$ cat src/rtl/dff_pkg.sv
// Shared definitions for the dff_pipe register pipeline.
// Holds the occupancy-width helper and the default reset/clear data bit.
// No logic; imported by every file of the block.
package dff_pkg;

    // Every bit of the default reset/clear data word takes this value.
    localparam logic DFF_RST_BIT = 1'b0;

    // Bits needed to count 0..depth inclusive.
    function automatic int clog2_p1(input int depth);
        return $clog2(depth + 1);
    endfunction

endpackage

$ cat src/rtl/dff_pipe_if.sv
// Valid/ready/data bundle used on both sides of the pipeline.
// master drives valid/data and samples ready; slave does the opposite.
// No storage; a transfer happens on any rising edge with valid & ready.
interface dff_pipe_if #(
    parameter int WIDTH = 4
);
    logic             valid;
    logic             ready;
    logic [WIDTH-1:0] data;

    modport master (output valid, output data, input ready);
    modport slave  (input valid, input data, output ready);
endinterface

$ cat src/rtl/dff_stage.sv
// One pipeline stage: valid flag plus data register, async reset, sync clear.
// Latency: one cycle from load to the registered v/d outputs.
// Backpressure: space is combinational from dn_rdy, so it forms one link of the ready chain.
//
// Ports: up_vld/up_dat  beat offered by the previous stage (or the producer)
//        dn_rdy         next stage has space (or the consumer is ready)
//        v/d            registered valid flag and data
//        space          this stage can load on the next edge
module dff_stage
    import dff_pkg::*;
#(
    parameter int               WIDTH   = 4,
    parameter logic [WIDTH-1:0] RST_VAL = {WIDTH{DFF_RST_BIT}}
) (
    input  logic             clk,
    input  logic             reset,
    input  logic             clear,
    input  logic             up_vld,
    input  logic [WIDTH-1:0] up_dat,
    input  logic             dn_rdy,
    output logic             v,
    output logic [WIDTH-1:0] d,
    output logic             space
);

    logic             v_q;
    logic             v_d;
    logic [WIDTH-1:0] d_q;
    logic [WIDTH-1:0] d_d;
    logic             go;

    always_comb begin
        // go: the held beat leaves this stage on the coming edge.
        go    = v_q & dn_rdy;
        space = ~v_q | go;
        v_d   = v_q;
        d_d   = d_q;
        if (clear) begin
            v_d = 1'b0;
            d_d = RST_VAL;
        end else if (up_vld & space) begin
            v_d = 1'b1;
            d_d = up_dat;
        end else if (go) begin
            // Emptying without a refill keeps the stale data word.
            v_d = 1'b0;
        end
    end

    always_ff @(posedge clk or negedge reset) begin
        if (!reset) begin
            v_q <= 1'b0;
            d_q <= RST_VAL;
        end else begin
            v_q <= v_d;
            d_q <= d_d;
        end
    end

    assign v = v_q;
    assign d = d_q;

endmodule

$ cat src/rtl/dff_pipe.sv
// DEPTH-stage registered pipeline with valid/ready on both sides, bubble collapse,
// synchronous clear, programmable reset value and occupancy count.
// Latency: DEPTH-1 cycles after the accept edge on an empty pipe; 1 beat/cycle throughput.
// Backpressure: in_ready is combinational from out_ready through every stage; bubbles fill.
//
// Ports: clk, reset (async, active-low), clear (sync flush)
//        in_if   producer side (slave): valid/data in, ready out
//        out_if  consumer side (master): valid/data out, ready in
//        occupancy  number of stages holding a beat, 0..DEPTH
module dff_pipe
    import dff_pkg::*;
#(
    parameter int               WIDTH   = 4,
    parameter int               DEPTH   = 3,
    parameter logic [WIDTH-1:0] RST_VAL = {WIDTH{DFF_RST_BIT}}
) (
    input  logic                             clk,
    input  logic                             reset,
    input  logic                             clear,
    dff_pipe_if.slave                        in_if,
    dff_pipe_if.master                       out_if,
    output logic [clog2_p1(DEPTH)-1:0]       occupancy
);

    localparam int OCC_W = clog2_p1(DEPTH);

    logic             stg_v     [DEPTH];
    logic [WIDTH-1:0] stg_d     [DEPTH];
    logic             stg_space [DEPTH];

    for (genvar k = 0; k < DEPTH; k++) begin : g_stage
        logic             up_vld;
        logic [WIDTH-1:0] up_dat;
        logic             dn_rdy;

        // Stage 0 needs no clear gating: clear already wins inside the stage.
        if (k == 0) begin : g_head
            assign up_vld = in_if.valid;
            assign up_dat = in_if.data;
        end else begin : g_body
            assign up_vld = stg_v[k-1];
            assign up_dat = stg_d[k-1];
        end

        if (k == DEPTH - 1) begin : g_tail
            assign dn_rdy = out_if.ready;
        end else begin : g_mid
            assign dn_rdy = stg_space[k+1];
        end

        dff_stage #(
            .WIDTH   (WIDTH),
            .RST_VAL (RST_VAL)
        ) u_stage (
            .clk    (clk),
            .reset  (reset),
            .clear  (clear),
            .up_vld (up_vld),
            .up_dat (up_dat),
            .dn_rdy (dn_rdy),
            .v      (stg_v[k]),
            .d      (stg_d[k]),
            .space  (stg_space[k])
        );
    end

    assign in_if.ready  = stg_space[0] & ~clear;
    assign out_if.valid = stg_v[DEPTH-1];
    assign out_if.data  = stg_d[DEPTH-1];

    // Occupancy depends on the valid registers only, never on the handshakes.
    always_comb begin
        occupancy = '0;
        for (int k = 0; k < DEPTH; k++) begin
            occupancy = occupancy + OCC_W'(stg_v[k]);
        end
    end

endmodule

$ cat src/flat_wrapper.sv
// flat-port wrapper written by rule: the top's interface ports become plain ports
module dff_pipe_flat import dff_pkg::*;
#(
    parameter int               WIDTH   = 4,
    parameter int               DEPTH   = 3,
    parameter logic [WIDTH-1:0] RST_VAL = {WIDTH{DFF_RST_BIT}}
)
  (clk, reset, clear, occupancy, in_if_valid, in_if_data, in_if_ready, out_if_valid, out_if_data, out_if_ready);
  dff_pipe_if #(.WIDTH(WIDTH)) in_if_i ();
  dff_pipe_if #(.WIDTH(WIDTH)) out_if_i ();
  input  logic clk;
  input  logic reset;
  input  logic clear;
  output logic [clog2_p1(DEPTH)-1:0] occupancy;
  input wire logic [$bits(in_if_i.valid)-1:0] in_if_valid;
  input wire logic [$bits(in_if_i.data)-1:0] in_if_data;
  output wire logic [$bits(in_if_i.ready)-1:0] in_if_ready;
  output wire logic [$bits(out_if_i.valid)-1:0] out_if_valid;
  output wire logic [$bits(out_if_i.data)-1:0] out_if_data;
  input wire logic [$bits(out_if_i.ready)-1:0] out_if_ready;
  assign in_if_i.valid = in_if_valid;
  assign in_if_i.data = in_if_data;
  assign in_if_ready = in_if_i.ready;
  assign out_if_valid = out_if_i.valid;
  assign out_if_data = out_if_i.data;
  assign out_if_i.ready = out_if_ready;
  dff_pipe #(.WIDTH(WIDTH), .DEPTH(DEPTH), .RST_VAL(RST_VAL)) u_core (.clk(clk), .reset(reset), .clear(clear), .in_if(in_if_i), .out_if(out_if_i), .occupancy(occupancy));
endmodule
$ cat config.mk
export PLATFORM = sky130hd
export DESIGN_NAME = dff_pipe_flat
export DESIGN_NICKNAME = d
export VERILOG_FILES = /design/src/rtl/dff_pkg.sv /design/src/rtl/dff_pipe_if.sv /design/src/rtl/dff_stage.sv /design/src/rtl/dff_pipe.sv /design/src/flat_wrapper.sv
export SDC_FILE = /design/constraint.sdc
export NUM_CORES = 1
export LEC_CHECK = 0
export ABC_AREA = 0
export CAP_MARGIN = 0
export CORE_MARGIN = 2
export CORE_UTILIZATION = 45
export CTS_CLUSTER_DIAMETER = 100
export CTS_CLUSTER_SIZE = 30
export DETAILED_ROUTE_END_ITERATION = 10
export PLACE_DENSITY_LB_ADDON = 0.05
export SYNTH_ARGS = -nofsm -noshare
export SYNTH_HDL_FRONTEND = slang
export SYNTH_SLANG_ARGS = --single-unit
export TNS_END_PERCENT = 100
$ cat constraint.sdc
create_clock -name clk -period 2.9 [get_ports clk]
set_input_delay 0.29 -clock clk [delete_from_list [all_inputs] [get_ports clk]]
set_output_delay 0.29 -clock clk [all_outputs]
set_load 0.05 [all_outputs]
**Run 1: metal 1**

(8 px per µm) Supply wires on this layer in gray.
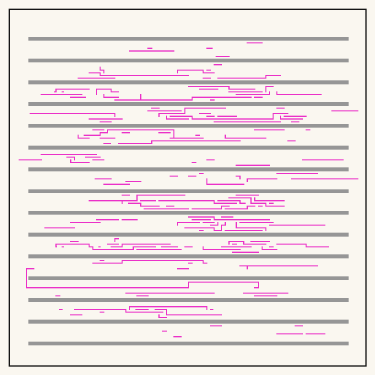
share of all routed wire	47%
nets with wire on the layer	77
longest straight run	20.2 µm

**Run 1: selected gate families**

(12 px per µm)
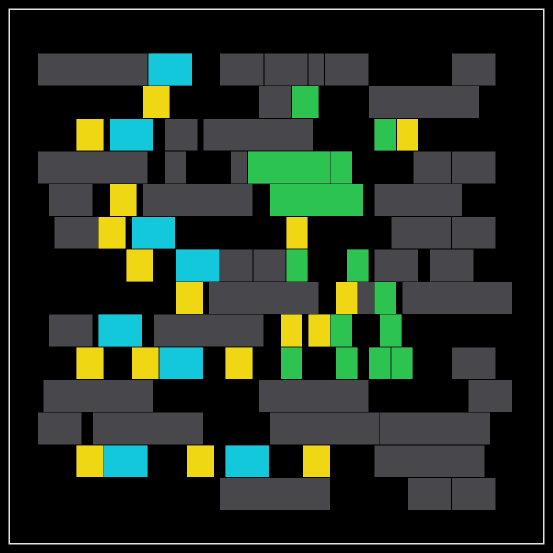
family	color	cells
multiplexers	cyan	8
inverting AOI/OAI gates	green	14
NAND gates	yellow	17

==> out/summary.rpt, run 1 <==
OUTCOME
-------------------------------------------------------------------
Run status ........................................... complete, no violations

ROUTING
-------------------------------------------------------------------
Post-detailed-route DRC marker count .................            0
WL met1 ..............................................       606 µm
Top routing layer in use .............................         met4
Via Count ............................................          509
Wire length per cell after detailed routing ..........      13.3 µm

CRITICAL PATH
-------------------------------------------------------------------
Delay of the slowest critical-path stage .............      0.80 ns
Slowest-stage cell, CP ............................... clkdlybuf4s50_1
Register-to-register setup slack .....................      1.70 ns
WP depth .............................................            2
Worst Path Class, Setup ..............................      reg2out
Critical Path AT .....................................      2.20 ns

JOB
-------------------------------------------------------------------
Number of max-cap violations .........................            0

GLOBAL ROUTING
-------------------------------------------------------------------
Met3 global-route usage ..............................       0.0531
Initial antenna violation count ......................            0

FLOORPLANNING
-------------------------------------------------------------------
Top Ports ............................................           17

LOGIC SYNTHESIS
-------------------------------------------------------------------
Cell taking the most area after synthesis ............      dfrtp_1
AND/OR/NAND/NOR Cells, Area Fraction .................        0.172
Tally of yosys warning messages ......................            0
Adder Area Share .....................................       0.0273

PLACED DESIGN
-------------------------------------------------------------------
Standard cell area after detailed placement ..........      898 µm²
# placed instances ...................................           93

PWR
-------------------------------------------------------------------
Sequential share of power ............................        0.548

CLOCKING
-------------------------------------------------------------------
Clock tree from TritonCTS ............................          yes
Number of hold-repair buffers added at the cts stage .            0

FINISH
-------------------------------------------------------------------
Final antenna diode count ............................            0
Layout-stage area growth over the synthesis result ...        26.1%

**Run 1: wiring by layer**

(8 px per µm) Two of the layers only.
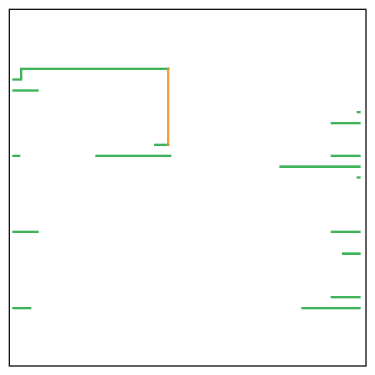
layer	color	wire length
met4	orange	9.50 µm
met3	green	73.6 µm

-- run 1: power groups by stage --
| stage | clock [W] | combinational [W] | sequential [W] |
|---|---|---|---|
| global route | 0.000133 | 0.0000686 | 0.000223 |
| finish | 0.000120 | 0.0000635 | 0.000222 |
| CTS | 0.000122 | 0.0000649 | 0.000222 |
| floorplan | 0 | 0.0000386 | 0.000226 |
| global placement | 0 | 0.0000633 | 0.000226 |
| detailed placement | 0 | 0.0000646 | 0.000226 |
-- run 1: layout make-up --
type / count / area (µm²) / share of cell area
Inverter: 2 / 7.51 / 0.00811
Multi-Input combinational cell: 43 / 328 / 0.354
Timing Repair Buffer: 17 / 168 / 0.181
Tap cell: 16 / 20.0 / 0.0216
Clock buffer: 3 / 22.5 / 0.0243
Clock inverter: 1 / 5.00 / 0.00541
Sequential cell: 15 / 375 / 0.405
--- run 2 (diff from run 1) ---
--- a/config.mk
+++ b/config.mk
@@ -12,7 +12,7 @@
 export CTS_CLUSTER_DIAMETER = 100
 export CTS_CLUSTER_SIZE = 30
 export DETAILED_ROUTE_END_ITERATION = 10
-export PLACE_DENSITY_LB_ADDON = 0.05
+export PLACE_DENSITY = 0.7
 export SYNTH_ARGS = -nofsm -noshare
 export SYNTH_HDL_FRONTEND = slang
 export SYNTH_SLANG_ARGS = --single-unit
**Run 2: metal 1**

(8 px per µm) Supply wires on this layer in gray.
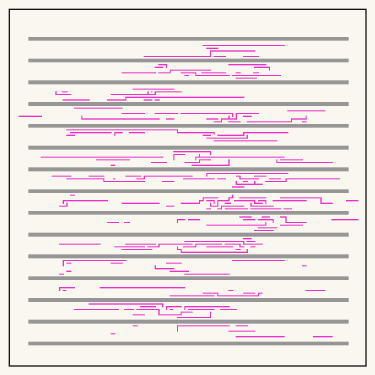
wire length on this layer	610 µm
main direction	horizontal
nets with wire on the layer	77

**Run 2: wiring by layer**

(8 px per µm) Two of the layers only.
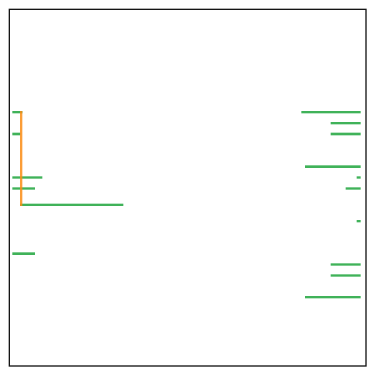
layer	color	wire length
met3	green	59.1 µm
met4	orange	11.6 µm
wire length per cell after detailed routing: 12.7 µm
total length of routed wires: 1230 µm
Via Count: 516

==> run 2 against run 1 <==
Against the previous run:
- worst setup slack better by 0.030 ns
- core utilization decreased by 0.082 points
- sequential share of layout area rose by 0.055 points
- clock power down 4%
- sequential power is essentially flat
==> out/summary.rpt, run 2 <==
PWR
----------------------------------------------------------------------------------
P_seq ...............................................................   0.000222 W
Worst vdd ir ........................................................       259 µV
Reported clock group power ..........................................   0.000115 W
Sequential share of power ...........................................        0.555
Main power group .................................................... sequential cells
Internal power ......................................................   0.000298 W
Combinational power .................................................  0.0000632 W
Power Total .........................................................   0.000400 W

FINAL TIMING
----------------------------------------------------------------------------------
Final Worst Setup Slack .............................................     0.441 ns
Cycle use final .....................................................        0.848
Final hold vios .....................................................            0

ROUTING
----------------------------------------------------------------------------------
Post-detailed-route DRC marker count ................................            0

CRITICAL PATH
----------------------------------------------------------------------------------
Cell type group with the largest total delay on the critical path ... buffers and inverters
Delay of the slowest critical-path stage ............................      0.79 ns
WP depth ............................................................            2
Register-to-register setup slack ....................................      1.71 ns
Critical path, cell by cell ......................................... fa_1, clkdlybuf4s50_1
Slowest-stage cell, CP .............................................. clkdlybuf4s50_1
Critical Path AT ....................................................      2.17 ns
Worst Path Class, Setup .............................................      reg2out
Logic depth of the worst register-to-register path ..................            3
Crit Reg-Reg Endpoint ............................................... u_core.g_stage[0].u_stage.d[2]$_DFFE_PN0P_

GLOBAL ROUTING
----------------------------------------------------------------------------------
Leftover overflow at the end of global routing ......................            0
Largest net degree at the start of global routing ...................           20
Number of global-route vias before repair ...........................          492
Initial antenna violation count .....................................            0

JOB
----------------------------------------------------------------------------------
Number of max-cap violations ........................................            0

PLACED DESIGN
----------------------------------------------------------------------------------
# placed instances ..................................................           93
Standard cell area after detailed placement .........................      898 µm²

FINISH
----------------------------------------------------------------------------------
Final antenna diode count ...........................................            0
Layout-stage area growth over the synthesis result ..................        25.9%
Utilization after layout ............................................        0.607
Flip-flop count of the largest register, all copies and words added .           12

LOGIC SYNTHESIS
----------------------------------------------------------------------------------
Cell types occupying the most area after synthesis .................. dfrtp_1 (51%), mux2i_1 (11%), nand2b_1 (10%)
Cell taking the most area after synthesis ...........................      dfrtp_1
Unique cell type count in the Yosys netlist .........................           17
Tally of yosys warning messages .....................................            0
Instance tally after logic synthesis ................................           64
Most instantiated library cell after synthesis ......................      dfrtp_1
Area share of the largest cell type after synthesis .................        0.511

CLOCKING
----------------------------------------------------------------------------------
Clock tree from TritonCTS ...........................................          yes
Maximum number of buffers from clock root to sink ...................            2
Number of hold-repair buffers added at the cts stage ................            0
H-tree depth ........................................................            1
Clock latency at the later pin of the worst-skew pair ...............      0.27 ns

FLOORPLANNING
----------------------------------------------------------------------------------
Number of placement rows ............................................           14
Top Ports ...........................................................           17

HOLD PATH
----------------------------------------------------------------------------------
Class of the worst hold path ........................................     in2async

OUTCOME
----------------------------------------------------------------------------------
Run status .......................................................... complete, no violations

**Run 2: selected gate families**

(12 px per µm)
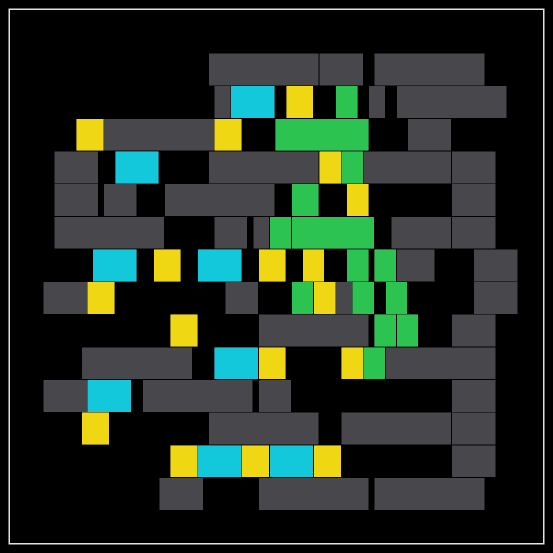
family	color	cells
multiplexers	cyan	8
inverting AOI/OAI gates	green	14
NAND gates	yellow	17
most frequent logic cell in the layout: clkdlybuf4s50_1
non-filler instance count after layout: 97

[run 2: cell counts after synthesis]
Identical to the previous run, type by type.
[run 2: layout make-up]
type / instances / area [µm²]
Sequential cell: 15 / 375
Inverter: 2 / 7.51
Tap cell: 16 / 20.0
Fill cell: 129 / 599
Clock buffer: 4 / 26.3
Multi-Input combinational cell: 43 / 328
Timing Repair Buffer: 17 / 168
[run 2: layer usage]
layer	up-vias	routed length (µm)	global-route usage
li1	249	-	-
met1	250	610	0.208
met2	15	552	0.229
met3	2	59	0.0367
met4	0	11	0.0727
met5	-	0	0
[run 2: cell families after synthesis]
kind of cell               Yosys count  synth area share
buffers and inverters                6            0.0426
AOI/OAI and AO/OA                   14             0.138
muxes                                8             0.109
and+or+nand+nor                     20             0.172
adders and majority gates            1            0.0273
DFF                                 15             0.511
Power figures rest on the tool's default switching activity, not on a simulated workload.
